**config.mk**
```make
export PLATFORM = sky130hd
export DESIGN_NAME = sim_supervisor_flat
export DESIGN_NICKNAME = d
export VERILOG_FILES = /design/src/rtl/sim_supervisor_if.sv /design/src/rtl/sim_supervisor.sv /design/src/flat_wrapper.sv
export SDC_FILE = /design/constraint.sdc
export NUM_CORES = 1
export LEC_CHECK = 0
export CORE_ASPECT_RATIO = 0.7
export CORE_MARGIN = 4
export CORE_UTILIZATION = 45
export DETAILED_ROUTE_END_ITERATION = 7
export GPL_TIMING_DRIVEN = 0
export HOLD_SLACK_MARGIN = 0.05
export PLACE_DENSITY = 0.75
export REMOVE_ABC_BUFFERS = 1
export SYNTH_ARGS = -nofsm -noshare
export SYNTH_HDL_FRONTEND = slang
export SYNTH_SLANG_ARGS = --single-unit
```
**constraint.sdc**
```tcl
create_clock -name clk -period 4.25 [get_ports clk]
set_input_delay 0.425 -clock clk [delete_from_list [all_inputs] [get_ports clk]]
set_output_delay 0.425 -clock clk [all_outputs]
set_load 0.005 [all_outputs]
```
**src/rtl/sim_supervisor_if.sv**
```systemverilog
// Monitor-to-supervisor bundle: per-channel commit/halt/error strobes and the run budget
// flow in, while the DUT reset, run state and sticky status flow back out.
interface sim_supervisor_if #(
    parameter int CHANNELS  = 8,
    parameter int TIMEOUT_W = 32
);
    logic [TIMEOUT_W-1:0] cfg_timeout;
    logic [CHANNELS-1:0]  commit_valid;
    logic [CHANNELS-1:0]  halt;
    logic [CHANNELS-1:0]  error;
    logic                 dut_rst;
    logic [2:0]           state;
    logic                 done;
    logic                 timed_out;
    logic                 hung;
    logic                 err_seen;
    logic [TIMEOUT_W-1:0] cycle_count;
    logic [31:0]          commit_count;
    logic [CHANNELS-1:0]  err_chan;

    modport slave (
        input  cfg_timeout, commit_valid, halt, error,
        output dut_rst, state, done, timed_out, hung, err_seen,
               cycle_count, commit_count, err_chan
    );

    modport master (
        output cfg_timeout, commit_valid, halt, error,
        input  dut_rst, state, done, timed_out, hung, err_seen,
               cycle_count, commit_count, err_chan
    );
endinterface

```
**src/rtl/sim_supervisor.sv**
```systemverilog
// Simulation supervisor: generates the DUT reset, then watches commit/halt/error channels
// and ends the run in DONE or FAIL on halt, error (via DRAIN), timeout or hang.
module sim_supervisor #(
    parameter int CHANNELS     = 8,
    parameter int RESET_CYCLES = 2,
    parameter int TIMEOUT_W    = 32,
    parameter int HANG_CYCLES  = 4096,
    parameter int HALT_MODE    = 0,
    parameter int DRAIN_CYCLES = 2
) (
    input  logic           clk,
    input  logic           rst,
    sim_supervisor_if.slave bus
);

    typedef enum logic [2:0] {
        RESET_GEN = 3'd0,
        RUN       = 3'd1,
        DRAIN     = 3'd2,
        DONE      = 3'd3,
        FAIL      = 3'd4
    } state_t;

    localparam logic [7:0]  RST_LAST   = 8'(RESET_CYCLES - 1);
    localparam logic [31:0] HANG_LAST  = 32'(HANG_CYCLES - 1);
    localparam logic [31:0] DRAIN_LAST = 32'(DRAIN_CYCLES - 1);
    localparam logic [TIMEOUT_W-1:0] TMO_ONE = TIMEOUT_W'(1);

    state_t               state_q;
    logic                 dut_rst_q;
    logic                 done_q;
    logic                 timed_out_q;
    logic                 hung_q;
    logic                 err_seen_q;
    logic [TIMEOUT_W-1:0] cycle_count_q;
    logic [31:0]          commit_count_q;
    logic [CHANNELS-1:0]  err_chan_q;
    logic [CHANNELS-1:0]  halted_q;
    logic [7:0]           rst_cnt_q;
    logic [31:0]          hang_cnt_q;
    logic [31:0]          drain_cnt_q;
    logic [TIMEOUT_W-1:0] tmo_cnt_q;
    logic                 tmo_en_q;

    logic [5:0] n_commit;
    logic       any_commit;
    logic       any_err;
    logic       halt_cond;
    logic       tmo_hit;
    logic       hang_hit;

    function automatic logic [5:0] popcount(input logic [CHANNELS-1:0] v);
        logic [5:0] c;
        c = '0;
        for (int i = 0; i < CHANNELS; i++) begin
            c = c + {5'd0, v[i]};
        end
        return c;
    endfunction

    function automatic logic [TIMEOUT_W-1:0] sat_inc(input logic [TIMEOUT_W-1:0] v);
        return (&v) ? v : v + TMO_ONE;
    endfunction

    function automatic logic [31:0] sat_add32(input logic [31:0] a, input logic [5:0] b);
        logic [32:0] s;
        s = {1'b0, a} + {27'd0, b};
        return s[32] ? '1 : s[31:0];
    endfunction

    always_comb begin
        n_commit   = popcount(bus.commit_valid);
        any_commit = |bus.commit_valid;
        any_err    = |bus.error;
        halt_cond  = 1'b0;
        if (HALT_MODE == 0) begin
            halt_cond = bus.halt[0];
        end else if (HALT_MODE == 1) begin
            halt_cond = |bus.halt;
        end else begin
            // This cycle's halts count toward the all-halted condition immediately.
            halt_cond = &(halted_q | bus.halt);
        end
        tmo_hit  = tmo_en_q && (tmo_cnt_q == TMO_ONE);
        hang_hit = !any_commit && (hang_cnt_q == HANG_LAST);
    end

    always_ff @(posedge clk) begin
        if (!rst) begin
            state_q        <= RESET_GEN;
            dut_rst_q      <= 1'b1;
            done_q         <= 1'b0;
            timed_out_q    <= 1'b0;
            hung_q         <= 1'b0;
            err_seen_q     <= 1'b0;
            cycle_count_q  <= '0;
            commit_count_q <= '0;
            err_chan_q     <= '0;
            halted_q       <= '0;
            rst_cnt_q      <= '0;
            hang_cnt_q     <= '0;
            drain_cnt_q    <= '0;
            tmo_cnt_q      <= bus.cfg_timeout;
            tmo_en_q       <= |bus.cfg_timeout;
        end else begin
            case (state_q)
                RESET_GEN: begin
                    if (rst_cnt_q == RST_LAST) begin
                        state_q   <= RUN;
                        dut_rst_q <= 1'b0;
                    end else begin
                        rst_cnt_q <= rst_cnt_q + 8'd1;
                    end
                end
                RUN: begin
                    cycle_count_q  <= sat_inc(cycle_count_q);
                    commit_count_q <= sat_add32(commit_count_q, n_commit);
                    hang_cnt_q     <= any_commit ? 32'd0 : hang_cnt_q + 32'd1;
                    halted_q       <= halted_q | bus.halt;
                    if (tmo_en_q) begin
                        tmo_cnt_q <= tmo_cnt_q - TMO_ONE;
                    end
                    // Exit causes in priority order; only one status flag is ever raised.
                    if (any_err) begin
                        state_q     <= DRAIN;
                        err_seen_q  <= 1'b1;
                        err_chan_q  <= err_chan_q | bus.error;
                        drain_cnt_q <= '0;
                    end else if (halt_cond) begin
                        state_q <= DONE;
                        done_q  <= 1'b1;
                    end else if (tmo_hit) begin
                        state_q     <= FAIL;
                        timed_out_q <= 1'b1;
                    end else if (hang_hit) begin
                        state_q <= FAIL;
                        hung_q  <= 1'b1;
                    end
                end
                DRAIN: begin
                    err_chan_q <= err_chan_q | bus.error;
                    if (drain_cnt_q == DRAIN_LAST) begin
                        state_q <= FAIL;
                    end else begin
                        drain_cnt_q <= drain_cnt_q + 32'd1;
                    end
                end
                default: begin
                    state_q <= state_q;
                end
            endcase
        end
    end

    assign bus.dut_rst      = dut_rst_q;
    assign bus.state        = state_q;
    assign bus.done         = done_q;
    assign bus.timed_out    = timed_out_q;
    assign bus.hung         = hung_q;
    assign bus.err_seen     = err_seen_q;
    assign bus.cycle_count  = cycle_count_q;
    assign bus.commit_count = commit_count_q;
    assign bus.err_chan     = err_chan_q;

endmodule

```
**src/flat_wrapper.sv**
```systemverilog
// flat-port wrapper written by rule: the top's interface ports become plain ports
module sim_supervisor_flat 
#(
    parameter int CHANNELS     = 8,
    parameter int RESET_CYCLES = 2,
    parameter int TIMEOUT_W    = 32,
    parameter int HANG_CYCLES  = 4096,
    parameter int HALT_MODE    = 0,
    parameter int DRAIN_CYCLES = 2
)
  (clk, rst, bus_cfg_timeout, bus_commit_valid, bus_halt, bus_error, bus_dut_rst, bus_state, bus_done, bus_timed_out, bus_hung, bus_err_seen, bus_cycle_count, bus_commit_count, bus_err_chan);
  sim_supervisor_if #(.CHANNELS(CHANNELS), .TIMEOUT_W(TIMEOUT_W)) bus_i ();
  input  logic clk;
  input  logic rst;
  input wire logic [$bits(bus_i.cfg_timeout)-1:0] bus_cfg_timeout;
  input wire logic [$bits(bus_i.commit_valid)-1:0] bus_commit_valid;
  input wire logic [$bits(bus_i.halt)-1:0] bus_halt;
  input wire logic [$bits(bus_i.error)-1:0] bus_error;
  output wire logic [$bits(bus_i.dut_rst)-1:0] bus_dut_rst;
  output wire logic [$bits(bus_i.state)-1:0] bus_state;
  output wire logic [$bits(bus_i.done)-1:0] bus_done;
  output wire logic [$bits(bus_i.timed_out)-1:0] bus_timed_out;
  output wire logic [$bits(bus_i.hung)-1:0] bus_hung;
  output wire logic [$bits(bus_i.err_seen)-1:0] bus_err_seen;
  output wire logic [$bits(bus_i.cycle_count)-1:0] bus_cycle_count;
  output wire logic [$bits(bus_i.commit_count)-1:0] bus_commit_count;
  output wire logic [$bits(bus_i.err_chan)-1:0] bus_err_chan;
  assign bus_i.cfg_timeout = bus_cfg_timeout;
  assign bus_i.commit_valid = bus_commit_valid;
  assign bus_i.halt = bus_halt;
  assign bus_i.error = bus_error;
  assign bus_dut_rst = bus_i.dut_rst;
  assign bus_state = bus_i.state;
  assign bus_done = bus_i.done;
  assign bus_timed_out = bus_i.timed_out;
  assign bus_hung = bus_i.hung;
  assign bus_err_seen = bus_i.err_seen;
  assign bus_cycle_count = bus_i.cycle_count;
  assign bus_commit_count = bus_i.commit_count;
  assign bus_err_chan = bus_i.err_chan;
  sim_supervisor #(.CHANNELS(CHANNELS), .RESET_CYCLES(RESET_CYCLES), .TIMEOUT_W(TIMEOUT_W), .HANG_CYCLES(HANG_CYCLES), .HALT_MODE(HALT_MODE), .DRAIN_CYCLES(DRAIN_CYCLES)) u_core (.clk(clk), .rst(rst), .bus(bus_i));
endmodule
```
run_1/class_map.png
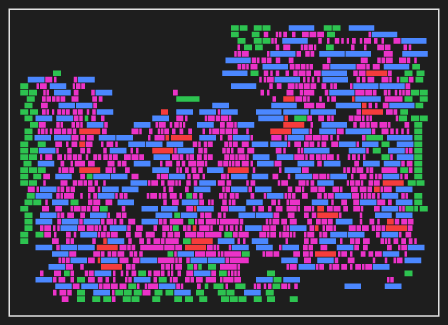
class	color	cells	share of their area
remaining buffers and delay cells	green	142	13%
registers	blue	185	36%
remaining logic cells	magenta	865	47%
clock drivers and dummy loads	red	32	4.6%

run_1/clock_wires.png
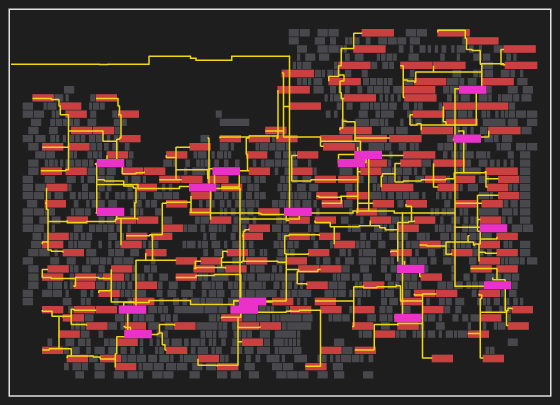
[flip-flops] red | count: 185
[clock wires] yellow | length: 2320 microns
[clock-net drivers] magenta | count: 17
routed clock nets	18
Clock Skews: 9.30 ps
Clk network pwr share: 32.3%
power attributed to the clock group: 1.46 mW
Clk Latency, worst-skew pair: 440 ps

run_1/floorplan.png
The bar under the picture is 50 microns long. Pins as bars on the die edge.
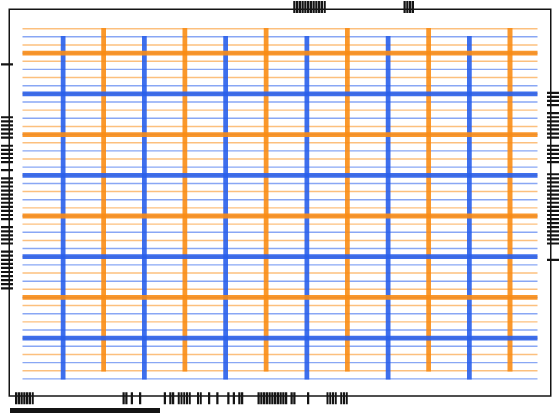
net	color
VDD	orange
VSS	blue
met4 straps	12
signal pins	138
die span in y: 129 microns
largest voltage drop on the vdd net: 0.304 mV

==> notes.md, run 1 <==
Implementation progress

The overall power stands at 4.53 mW. The run finished with clean final reports. Among cell families on the critical path, the largest total delay comes from adder cells. Summed over all nets, wire length on met3 after detailed routing comes to around 1400 microns. The layout has around 1800 filler cells. The initial utilization of the core area, before any placement, comes to 46.5%. The core footprint stands at 20100 sq um.

The non-clock buffering overhead in the final layout stands at ~12%. For this design, Yosys synthesis ends with a cell count of between 1000 and 1500. The routed metal-1 wirelength stands at 11900 microns. The footprint of the flip-flops and latches stands at 4030 sq um. Combinational logic is responsible for between 20% and 30% of the overall power. The detailed router used layers up to and including met4. In the layout the commonest cells are sky130_fd_sc_hd__nor2_1, sky130_fd_sc_hd__dfxtp_1, sky130_fd_sc_hd__clkdlybuf4s50_1, sky130_fd_sc_hd__a21oi_1, sky130_fd_sc_hd__xnor2_1.

The number of synthesized flops with an enable pin stands at 33. The port buffer count stands at 130. The stat command in Yosys gives a chip area of roughly 9400 sq um. The placed instances occupy a cell area of 10900 sq um.

between 100 and 150 I/O pins were placed. The count of placed standard cells including taps stands at roughly 1500. The launch point of the critical path was reported as bus_commit_valid[0]. The worst setup path is captured at a flip-flop. Routability-driven placement finished with a final weighted congestion of around 0.84. The detailed router finished its first iteration with approximately 660 violations. The via count of the first global-routing pass stands at 7858. The worst setup slack for register-to-register paths stands at roughly 1300 ps. The count of final hold-check violations stands at 0. The number of warnings in the stage logs stands at 36. Max-cap violations in this run came to 0.

The switching power share of the total stands at 31.1%. The required time of the critical path stands at approximately 4600 ps. The net count reported at finish stands at 1290.

Entering global routing, the biggest net connects ~65 pins. Wire segments on met2 add up to ~10000 microns in the final route. Per the timing report, the most critical flop-to-flop path finishes at u_core.drain_cnt_q[30]$_SDFFE_PN0P_. The biggest slice of the area belongs to multi-input combinational cells. The cell depth of the worst flop-to-flop path stands at 7. Per the slew report, the remaining headroom to the max-slew limit stands at between 20% and 30%.

In the Yosys report, the sequential cells make up between 40 and 50% of the chip area. In the finished layout, the clock tree contains a buffer count of 21. The chip area stands at about 23000 sq um. The ratio of total power to cell area stands at 391 nW/um^2. Clock cells make up approximately 4.5% of the layout cell area. The detailed router reported a total wirelength of 23500 microns. The antenna violation net count after detailed routing stands at 0. The initial antenna violation count stands at 0. The post-route utilization of the core is recorded as between 50% and 60%.

The cell count after synthesis came out at ~1100. Per the layout report, the design carries between 100 and 150 non-clock buffers. In the power breakdown, the internal column shows about 3.1 mW.

The critical path's slowest stage uses the library cell sky130_fd_sc_hd__fa_1. The count of buffer and inverter cells on the critical path stands at 3. The number of sinks on the clock net stands at 185. The leakage power in the latest report is between 3 and 4 nW. The global routing usage summed across all routing layers stands at between 20% and 30%. The post-cts hold buffer count stands at 0. The largest stage delay on the critical path stands at roughly 540 ps.

The share of total power dissipated in sequential elements is 45.2%. Looking at the reg2reg group, the worst path starts from u_core.drain_cnt_q[0]$_SDFFE_PN0P_. The hold slack stands at around 360 ps.

The global route stage reports its total congestion overflow as 0. The report lists the cells along the critical path as clkbuf_2 > inv_1 > ha_1 > inv_1 > fa_1 > fa_1 > fa_2 > fa_1 > fa_2 > nor2b_4 > o21ai_4 > a2111oi_4 > and4_1 > xnor2_1 > a21oi_1. Note that the worst hold path type here is in -> reg.
run 1: power groups by stage:
stage / registers [mW] / clock network, mW / logic, mW
floorplan: 2.06 / 0 / 0.553
global placement: 2.08 / 0 / 0.909
detailed placement: 2.09 / 0 / 0.961
CTS: 2.05 / 1.49 / 1.01
global route: 2.07 / 1.55 / 1.13
finish: 2.05 / 1.46 / 1.02
run 1: worst min-delay path by stage:
stage                                         start                               to  slack, ps
floorplan           u_core.bus.dut_rst$_SDFFE_PN1P_  u_core.bus.dut_rst$_SDFFE_PN1P_        440
global placement    u_core.bus.dut_rst$_SDFFE_PN1P_  u_core.bus.dut_rst$_SDFFE_PN1P_        430
detailed placement     u_core.bus.done$_SDFFE_PN0P_     u_core.bus.done$_SDFFE_PN0P_        440
CTS                                             rst  u_core.bus.dut_rst$_SDFFE_PN1P_        340
global route                                    rst  u_core.bus.dut_rst$_SDFFE_PN1P_        370
finish                                          rst  u_core.bus.dut_rst$_SDFFE_PN1P_        360
run 1: registers in the layout (all words and copies together), names as in the netlist:
register	cells
u_core.tmo_en_q	1
u_core.bus.cycle_count	32
u_core.bus.done	1
u_core.bus.hung	1
u_core.drain_cnt_q	32
u_core.bus.commit_count	32
u_core.tmo_cnt_q	32
u_core.bus.err_chan	8
u_core.bus.state	3
u_core.rst_cnt_q	8
u_core.hang_cnt_q	32
u_core.bus.dut_rst	1
u_core.bus.err_seen	1
u_core.bus.timed_out	1
run 1: routing by layer:
layer / track usage (%) / vias up
met2: 29.8 / 248
met1: 29.7 / 4000
li1: - / 4126
met4: 5.69 / 0
met5: 0 / -
met3: 4.35 / 23
run 1: repair_timing:
item / in CTS / in global routing
gates cloned: 1 / 0
buffers inserted: 4 / 3
setup endpoints to repair: 32 / 31
pin swaps: 6 / 8
resized: 19 / 7
run 1: cell usage after synthesis (6+ instances only):
master	count	area share, %
sky130_fd_sc_hd__and4_1	11	1.0
sky130_fd_sc_hd__and3_1	27	1.8
sky130_fd_sc_hd__nor4_1	37	2.5
sky130_fd_sc_hd__xor2_1	53	5.0
sky130_fd_sc_hd__edfxtp_1	33	11
sky130_fd_sc_hd__dfxtp_1	152	33
sky130_fd_sc_hd__or4_1	7	0.56
sky130_fd_sc_hd__nor2_1	157	6.3
sky130_fd_sc_hd__clkbuf_1	37	1.5
sky130_fd_sc_hd__inv_1	37	1.5
sky130_fd_sc_hd__xnor2_1	78	7.3
sky130_fd_sc_hd__or3_1	28	1.9
sky130_fd_sc_hd__or2_2	10	0.67
sky130_fd_sc_hd__a21oi_1	95	5.1
sky130_fd_sc_hd__nand2_1	78	3.1
sky130_fd_sc_hd__ha_1	16	2.1
sky130_fd_sc_hd__nand4_1	38	2.5
sky130_fd_sc_hd__nor3_1	36	1.9
sky130_fd_sc_hd__nand3_1	39	2.1
sky130_fd_sc_hd__a211oi_1	18	1.4
sky130_fd_sc_hd__o21ai_0	25	1.3
sky130_fd_sc_hd__nor4b_1	6	0.56
run 1: cell families after synthesis:
logic type,count (synthesis),synth area share (%)
fa+ha+maj,21,3.21
mux,4,0.441
flops,185,43.1
simple gates,498,27.2
xor+xnor,131,12.3
buf+inv,80,3.21
compound gates,172,10.6
==> run 2: changes to the inputs <==
Settings changed: DONT_BUFFER_PORTS set to 1, PLACE_DENSITY 0.75 to 0.69, SKIP_CTS_REPAIR_TIMING set to 1.
run_2/layers.png
The bar under the picture is 50 microns long.
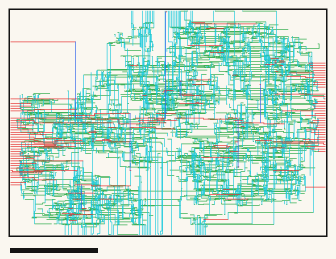
layer	color	wire length
M4	blue	208 microns
M2	cyan	9100 microns
M1	green	11200 microns
M3	red	1800 microns
Via Count: 7734
gr usage total: 19.3%
wire per inst: 16.5 microns
total detailed-routing wirelength: 22300 microns

==> run 2 against run 1 <==
  * Final area shrank 12%
  * Final cell count shrank 9.2%
  * Utilization shrank 6.7 points
  * Wire length shrank 4.8%
  * Synthesized cell count is the same
  * Global-route usage shrank 0.81 points
  * Combinational power shrank 24%
  * Sequential cell count is the same
  * Sequential share of layout area grew 4.6 points
  * Critical path depth shrank 2
  * Clock skew grew 6.7 ps
  * Area after synthesis is the same
==> notes.md, run 2 <==
Implementation progress

The run finished with clean final reports. Setup repair after global routing left no endpoint under its margin. Measured along the x axis, the die boundary spans between 150 and 200 microns.

The data arrival time at the worst-slack endpoint stands at between 4000 and 5000 ps. The final timing report lists a hold violation count of 0. The worst supply voltage drop on vdd stands at ~0.26 mV. Combinational logic is responsible for about 18% of the overall power. The core footprint stands at just over 20000 sq um.

Net switching is 30.6% of the power. The post-synth count of flops with an enable pin is 33. The main area contributors are sky130_fd_sc_hd__dfxtp_1, sky130_fd_sc_hd__edfxtp_1, sky130_fd_sc_hd__xnor2_1, sky130_fd_sc_hd__nor2_1, sky130_fd_sc_hd__a21oi_1. The initial antenna violation count came to 1. STA classifies the critical path endpoint as a flip-flop. The via count of the first global-routing pass stands at 7296.

The proportion of netlist area held by the largest area contributor stands at approximately a third. The met2 global-route usage stands at approximately 28%. The pin count of the biggest net entering global routing stands at 90. The global route stage reports its total congestion overflow as 0. The min-delay analysis places its worst path in the category in -> reg. Detailed-route iteration 0 reported a violation count of approximately 570. The proportion of power drawn by the clock network stands at a little over a third. Headroom to the max-slew limit came out at a little under a fifth.

The wire length of the first global-routing pass stands at approximately 37000 microns. In this run the power density over the cells is 434 nW/um^2. The filler cell count in the final layout stands at approximately 1900. The number of warnings in the stage logs stands at 36. The share of power burned in registers stands at around 47%. After layout, the worst path uses a little over nine tenths of the clock period. The commonest cells after synthesis are sky130_fd_sc_hd__nor2_1, sky130_fd_sc_hd__dfxtp_1, sky130_fd_sc_hd__a21oi_1, sky130_fd_sc_hd__nand2_1, sky130_fd_sc_hd__xnor2_1. For this run, the top clock speed supported by timing is around 250 MHz.

The library cells used most frequently in the layout, excluding fill and tap cells, are sky130_fd_sc_hd__nor2_1, sky130_fd_sc_hd__dfxtp_1, sky130_fd_sc_hd__a21oi_1, sky130_fd_sc_hd__xnor2_1, sky130_fd_sc_hd__nand2_1. The global routing report lists met3 layer usage as 6.10%. The tool flagged a number of max-cap violations equal to 0.

In the final run the clock tree shows a worst skew of between 15 and 20 ps. At the end of routability-driven placement, the weighted congestion stood at roughly 0.82. roughly 140 I/O pins were placed.

Per the placement log, port buffering inserted 0 buffers. The number of sinks on the clock net stands at 185. The final timing report counts setup violations totalling 0. The skew report gives the latency at the later pin of the worst-skew pair as ~430 ps. The repair_antennas step left the layout with diodes totalling 0. The die span in y stands at between 100 and 150 microns. The synthesis stats list as the most numerous cell sky130_fd_sc_hd__nor2_1. The cell sitting at the root of the clock tree is a sky130_fd_sc_hd__clkbuf_16. The worst-path maximum fanout stands at 27. The cell area that synthesis handed to floorplanning was 9360 sq um.

The number of cells reported by Yosys stat comes to around 1100. The net count reported at finish stands at 1152. Before placement the cells fill between 40% and 50% of the core. The total cell area at the placement stage stands at roughly 9600 sq um. The global router reports that the layer with the highest usage is met2. The chip area stands at ~23000 sq um. The met1 demand-to-capacity share in global routing stands at between 20 and 30%. The final core utilization stands at between 50% and 60%. The analysis attributes to cell leakage a power of around 3.3 nW. The required time of the critical path stands at about 4600 ps.

The synthesized instance count is about 1100. The yosys synthesis chip area stands at 9360 sq um. Of all cell types, the one taking the most synthesized area is sky130_fd_sc_hd__dfxtp_1. The cell internal power dissipation stands at roughly 3 mW.

Sequential cells were found to cover ~43% of the synthesized design area. Once detail routing completed, the nets flagged for antenna violations numbered 0.
run_2/clock_wires.png
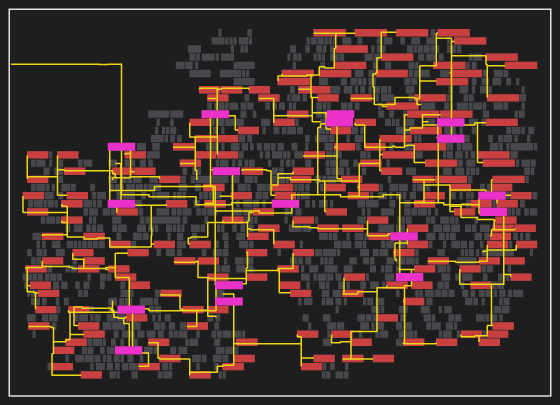
[clock-net drivers] magenta | count: 17
[clock wires] yellow | length: 2310 microns
[flip-flops] red | count: 185
routed clock nets	18

[run 2: per-layer routing]
layer	part of all wire, %	vias to the layer above	routed length, microns
li1	-	3838	-
met2	41	225	9100
met5	0	-	0
met4	0.93	0	208
met1	50	3654	11200
met3	8.0	17	1800
[run 2: layout make-up]
type                       instances  area, sq um  area share, %
clock buffer                      19          443           4.33
multi-input combinational        826         5080           49.7
clock inverter                    13          141           1.38
timing repair buffer               5         52.6          0.513
sequential                       185         4030           39.4
tap                              270          338           3.30
inverter                          38          145           1.42
[run 2: power groups by stage]
stage	logic [mW]	registers [mW]	clock network (mW)
after floorplan	0.553	2.06	0
after global routing	0.880	2.09	1.70
after detailed placement	0.767	2.11	0
final	0.777	2.07	1.60
after global placement	0.725	2.11	0
after CTS	0.770	2.07	1.63
[run 2: final timing paths]
| check | start | endpoint | slack, ps | depth (start not counted) |
|---|---|---|---|---|
| worst max-delay path | bus_commit_valid[0] | u_core.bus.commit_count[0]$_SDFFE_PN0P_ | 180 | 13 |
| worst min register to register | u_core.hang_cnt_q[1]$_SDFFE_PN0P_ | u_core.hang_cnt_q[1]$_SDFFE_PN0P_ | 480 | 2 |
| worst min-delay path | bus_error[1] | u_core.bus.err_chan[1]$_SDFFE_PN0P_ | 140 | 2 |
| worst max register to register | u_core.bus.state[0]$_SDFFE_PN0P_ | u_core.hang_cnt_q[21]$_SDFFE_PN0P_ | 1360 | 7 |
[run 2: logic make-up (layout without fill, tap and decap cells)]
family | Yosys count | after routing | share of synthesized area [%]
buf+inv | 80 | 75 | 3.21
xor+xnor | 131 | 131 | 12.3
flops | 185 | 185 | 43.1
simple gates | 498 | 498 | 27.2
mux | 4 | 4 | 0.441
fa+ha+maj | 21 | 21 | 3.21
compound gates | 172 | 172 | 10.6
[run 2: worst max-delay path: stages]
cell and delay, ps:
sky130_fd_sc_hd__inv_1 20, sky130_fd_sc_hd__ha_1 280, sky130_fd_sc_hd__inv_1 70, sky130_fd_sc_hd__fa_1 420, sky130_fd_sc_hd__fa_1 460, sky130_fd_sc_hd__fa_1 420, sky130_fd_sc_hd__fa_1 510, sky130_fd_sc_hd__fa_1 460
sky130_fd_sc_hd__nor2b_1 180, sky130_fd_sc_hd__o21ai_1 190, sky130_fd_sc_hd__a211oi_2 450, sky130_fd_sc_hd__nand2_4 290, sky130_fd_sc_hd__a31oi_1 220
[run 2: through the flow]
| step | total power, mW | setup slack [ps] | std cells | hold WS [ps] | TNS, ps |
|---|---|---|---|---|---|
| floorplan | 2.62 | -191 | 1049 | 438 | -4170 |
| global placement | 2.83 | -827 | 1319 | 453 | -28740 |
| detailed placement | 2.88 | -878 | 1322 | 462 | -23770 |
| CTS | 4.47 | -431 | 1354 | 54.4 | -10540 |
| global route | 4.67 | 2.25 | 1356 | 132 | 0 |
| finish | 4.45 | 182 | 1356 | 138 | 0 |
==> run 3: changes to the inputs <==
Settings changed: SKIP_CTS_REPAIR_TIMING 1 to unset.
run_3/clock_wires.png
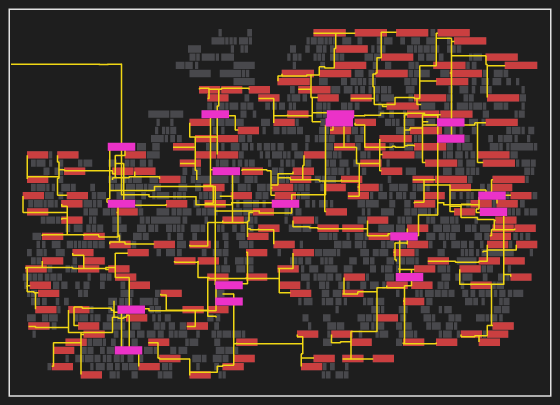
[clock wires] yellow | length: 2310 microns
[clock-net drivers] magenta | count: 17
[flip-flops] red | count: 185
routed clock nets	18
flops lie	widely spread

run_3/class_map.png
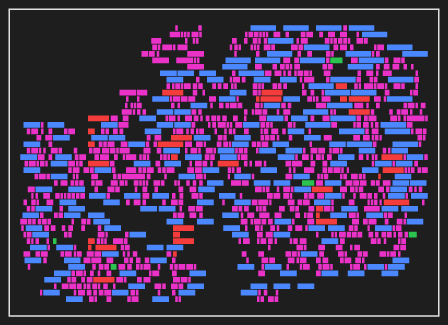
class	color	cells	share of their area
remaining buffers and delay cells	green	5	0.53%
clock drivers and dummy loads	red	32	5.9%
registers	blue	185	41%
remaining logic cells	magenta	864	53%
register share of the cell area: 39.4%
total number of placement rows: 43
placeable core area: 20100 sq um

==> run 3 against run 2 <==
  * Critical path depth did not move
  * Area after synthesis did not move
  * First-iteration DRC count grew 3.5%
  * Wire length barely moved
  * Utilization did not move
  * Sequential cell count did not move
  * Final cell count stayed put
  * Final area did not move
  * Clock skew is essentially flat
  * Fmax is essentially flat
  * Clock power about the same
  * Largest cell class unchanged
==> notes.md, run 3 <==
Implementation progress

The number of synthesized flops with an enable pin stands at 33. By instance count after routing, the leading logic cell types are sky130_fd_sc_hd__nor2_1, sky130_fd_sc_hd__dfxtp_1, sky130_fd_sc_hd__a21oi_1, sky130_fd_sc_hd__xnor2_1, sky130_fd_sc_hd__nand2_1. The largest individual stage delay along the critical path comes from the cell sky130_fd_sc_hd__fa_1. The clock insertion delay at the later pin of the skew report stands at between 400 and 500 ps.

Synthesis produced around 1100 cells. The OpenROAD report gives the critical path a required time of between 4000 and 5000 ps. The multi-input combinational cells in the finished layout cover a total of 5080 sq um. The flow ran to the end, and the final reports show no timing, DRC or antenna violations. The count of placed standard cells including taps stands at approximately 1300.

The initial detailed-routing violation count stands at ~590. The worst setup path is captured at a flip-flop. Setup repair after global routing left no endpoint under its margin.

The filler cell count in the final layout stands at around 1900. At the end of routability-driven placement, the weighted congestion stood at 0.816. The global routing usage summed across all routing layers stands at between 10% and 20%. The main area contributors are sky130_fd_sc_hd__dfxtp_1, sky130_fd_sc_hd__edfxtp_1, sky130_fd_sc_hd__xnor2_1, sky130_fd_sc_hd__nor2_1, sky130_fd_sc_hd__a21oi_1. The die span in x stands at 180 microns. The chip area stands at 23200 sq um. The setup check on the worst reg-to-reg path leaves a slack of approximately 1400 ps. The detailed-route wire length per cell stands at about 16 microns. The count of final hold-check violations stands at 0. The most critical setup path has its startpoint at bus_commit_valid[0]. The script parses the final routing iteration and logs DRC violations as 0. The cell depth of the worst flop-to-flop path stands at 7. After layout, the minimum clock period comes to ~4100 ps.

The achievable frequency stands at around 250 MHz. The final timing report counts setup violations totalling 0. Of the post-synthesis cell area, the dominant cell type holds 32.5%. The logic depth of the worst path, buffers included stands at 13. The footprint of the flip-flops and latches stands at approximately 4000 sq um.

The final layout contains routed wiring with a total length of between 20000 and 25000 microns. Clock tree synthesis selected as its root buffer the cell sky130_fd_sc_hd__clkbuf_16. The timing report shows the most common cell along the critical path to be sky130_fd_sc_hd__fa_1.

The ratio of total power to cell area stands at around 430 nW/um^2. The worst slew margin relative to its limit stands at just under 20%. The synthesis stats list as the most numerous cell sky130_fd_sc_hd__nor2_1. The number of sinks on the clock net stands at 185. The floorplan core density stands at between 40 and 50%.

The repair_antennas step left the layout with diodes totalling 0. The first global-routing pass estimated between 30000 and 40000 microns of wire. The completed layout was analyzed and its total power is around 4.4 mW. After the last flow step, the layout net total stands at 1152. The number of warnings in the stage logs stands at 36. The initial antenna violation count came to 1.

~140 I/O pins were placed. The largest stage delay on the critical path stands at between 500 and 600 ps. The post-route non-filler standard cell count stands at about 1400. The clock arrives with ~16 ps of skew. The count of buffer and inverter cells on the critical path stands at 2. The via count of the first global-routing pass came to 7310. The timing report attributes the biggest portion of critical-path delay to adder cells.

The setup total negative slack stands at 0 ps. The worst supply voltage drop on vdd stands at 0.261 mV. The total cell area at the placement stage stands at 9590 sq um.

Port buffering added 0 buffers. For reference, the critical path is captured by u_core.bus.commit_count[0]$_SDFFE_PN0P_. Per STA, the worst path is made up of inv_1 > ha_1 > inv_1 > fa_1 > fa_1 > fa_1 > fa_1 > fa_1 > nor2b_1 > o21ai_1 > a211oi_2 > nand2_4 > a31oi_1. The post-synth design cell area stands at between 9000 and 10000 sq um. The antenna violation net count after detailed routing stands at 0. Looking at the critical path, the highest net fanout was 27. Entering global routing, the biggest net connects around 90 pins.

Per the run summary, max-cap violations total 0. The die span in y stands at 129 microns. The worst hold path belongs to the class in -> reg. The sequential fraction of the synthesis area stands at between 40% and 50%. The power report puts the leakage power at approximately 3.3 nW.
run 3: cell counts after synthesis:
Identical to the previous run, type by type.
run 3: power by group:
group	total, mW	switching (mW)	internal, mW
combinational	0.777	0.509	0.268
clock	1.59	0.703	0.890
sequential	2.07	0.146	1.93
run 3: per-layer routing:
| layer | vias up | GRT usage [%] | wire length, microns |
|---|---|---|---|
| met5 | - | 0 | 0 |
| met4 | 0 | 4.22 | 187 |
| met3 | 13 | 6.10 | 1800 |
| met2 | 215 | 28.3 | 9110 |
| met1 | 3630 | 28.1 | 11300 |
| li1 | 3842 | - | - |
run 3: cells by family after synthesis:
group / share of synthesized area, %
xor+xnor: 12.3
compound gates: 10.6
simple gates: 27.2
flops: 43.1
buf+inv: 3.21
fa+ha+maj: 3.21
mux: 0.441
run 3: repair_timing:
action	CTS	global route
gates cloned	0	0
setup buffers	0	0
hold buffers	0	1
hold endpoints to repair	0	1
gates resized	5	4
setup endpoints to repair	27	29
pin swaps	1	1
run 3: through the flow:
step	hold WS (ps)	utilization (%)	worst slack (ps)
3_5_place_dp	462	47.6	-878
6_report	133	50.9	181
2_1_floorplan	438	-	-191
4_1_cts	54.4	50.6	31.0
3_3_place_gp	453	47.4	-827
5_1_grt	132	50.9	2.40
run 3: worst min path at each step:
| stage | startpoint | to | slack, ps | cells past startpoint |
|---|---|---|---|---|
| floorplan | u_core.bus.dut_rst$_SDFFE_PN1P_ | u_core.bus.dut_rst$_SDFFE_PN1P_ | 440 | 2 |
| global placement | u_core.bus.done$_SDFFE_PN0P_ | u_core.bus.done$_SDFFE_PN0P_ | 450 | 2 |
| detailed placement | u_core.bus.done$_SDFFE_PN0P_ | u_core.bus.done$_SDFFE_PN0P_ | 460 | 2 |
| CTS | rst | u_core.bus.dut_rst$_SDFFE_PN1P_ | 50 | 1 |
| global route | bus_error[1] | u_core.bus.err_chan[1]$_SDFFE_PN0P_ | 130 | 2 |
| finish | bus_error[1] | u_core.bus.err_chan[1]$_SDFFE_PN0P_ | 130 | 2 |
run 3: cell type report:
type                       count  share of cell area [%]
inverter                      38                    1.42
tap                          270                    3.30
clock inverter                13                    1.38
clock buffer                  19                    4.33
sequential                   185                    39.4
multi-input combinational    826                    49.7
timing repair buffer           5                   0.513
run 3: worst register-to-register path, cell delays in order, from the launching register on:
cell and delay [ps]:
sky130_fd_sc_hd__dfxtp_1 470, sky130_fd_sc_hd__nor3b_4 450, sky130_fd_sc_hd__buf_8 250, sky130_fd_sc_hd__nand3_1 230
sky130_fd_sc_hd__nor4_1 760, sky130_fd_sc_hd__nand3_1 180, sky130_fd_sc_hd__or2_2 310, sky130_fd_sc_hd__a21oi_1 140
Power figures rest on the tool's default switching activity, not on a simulated workload.
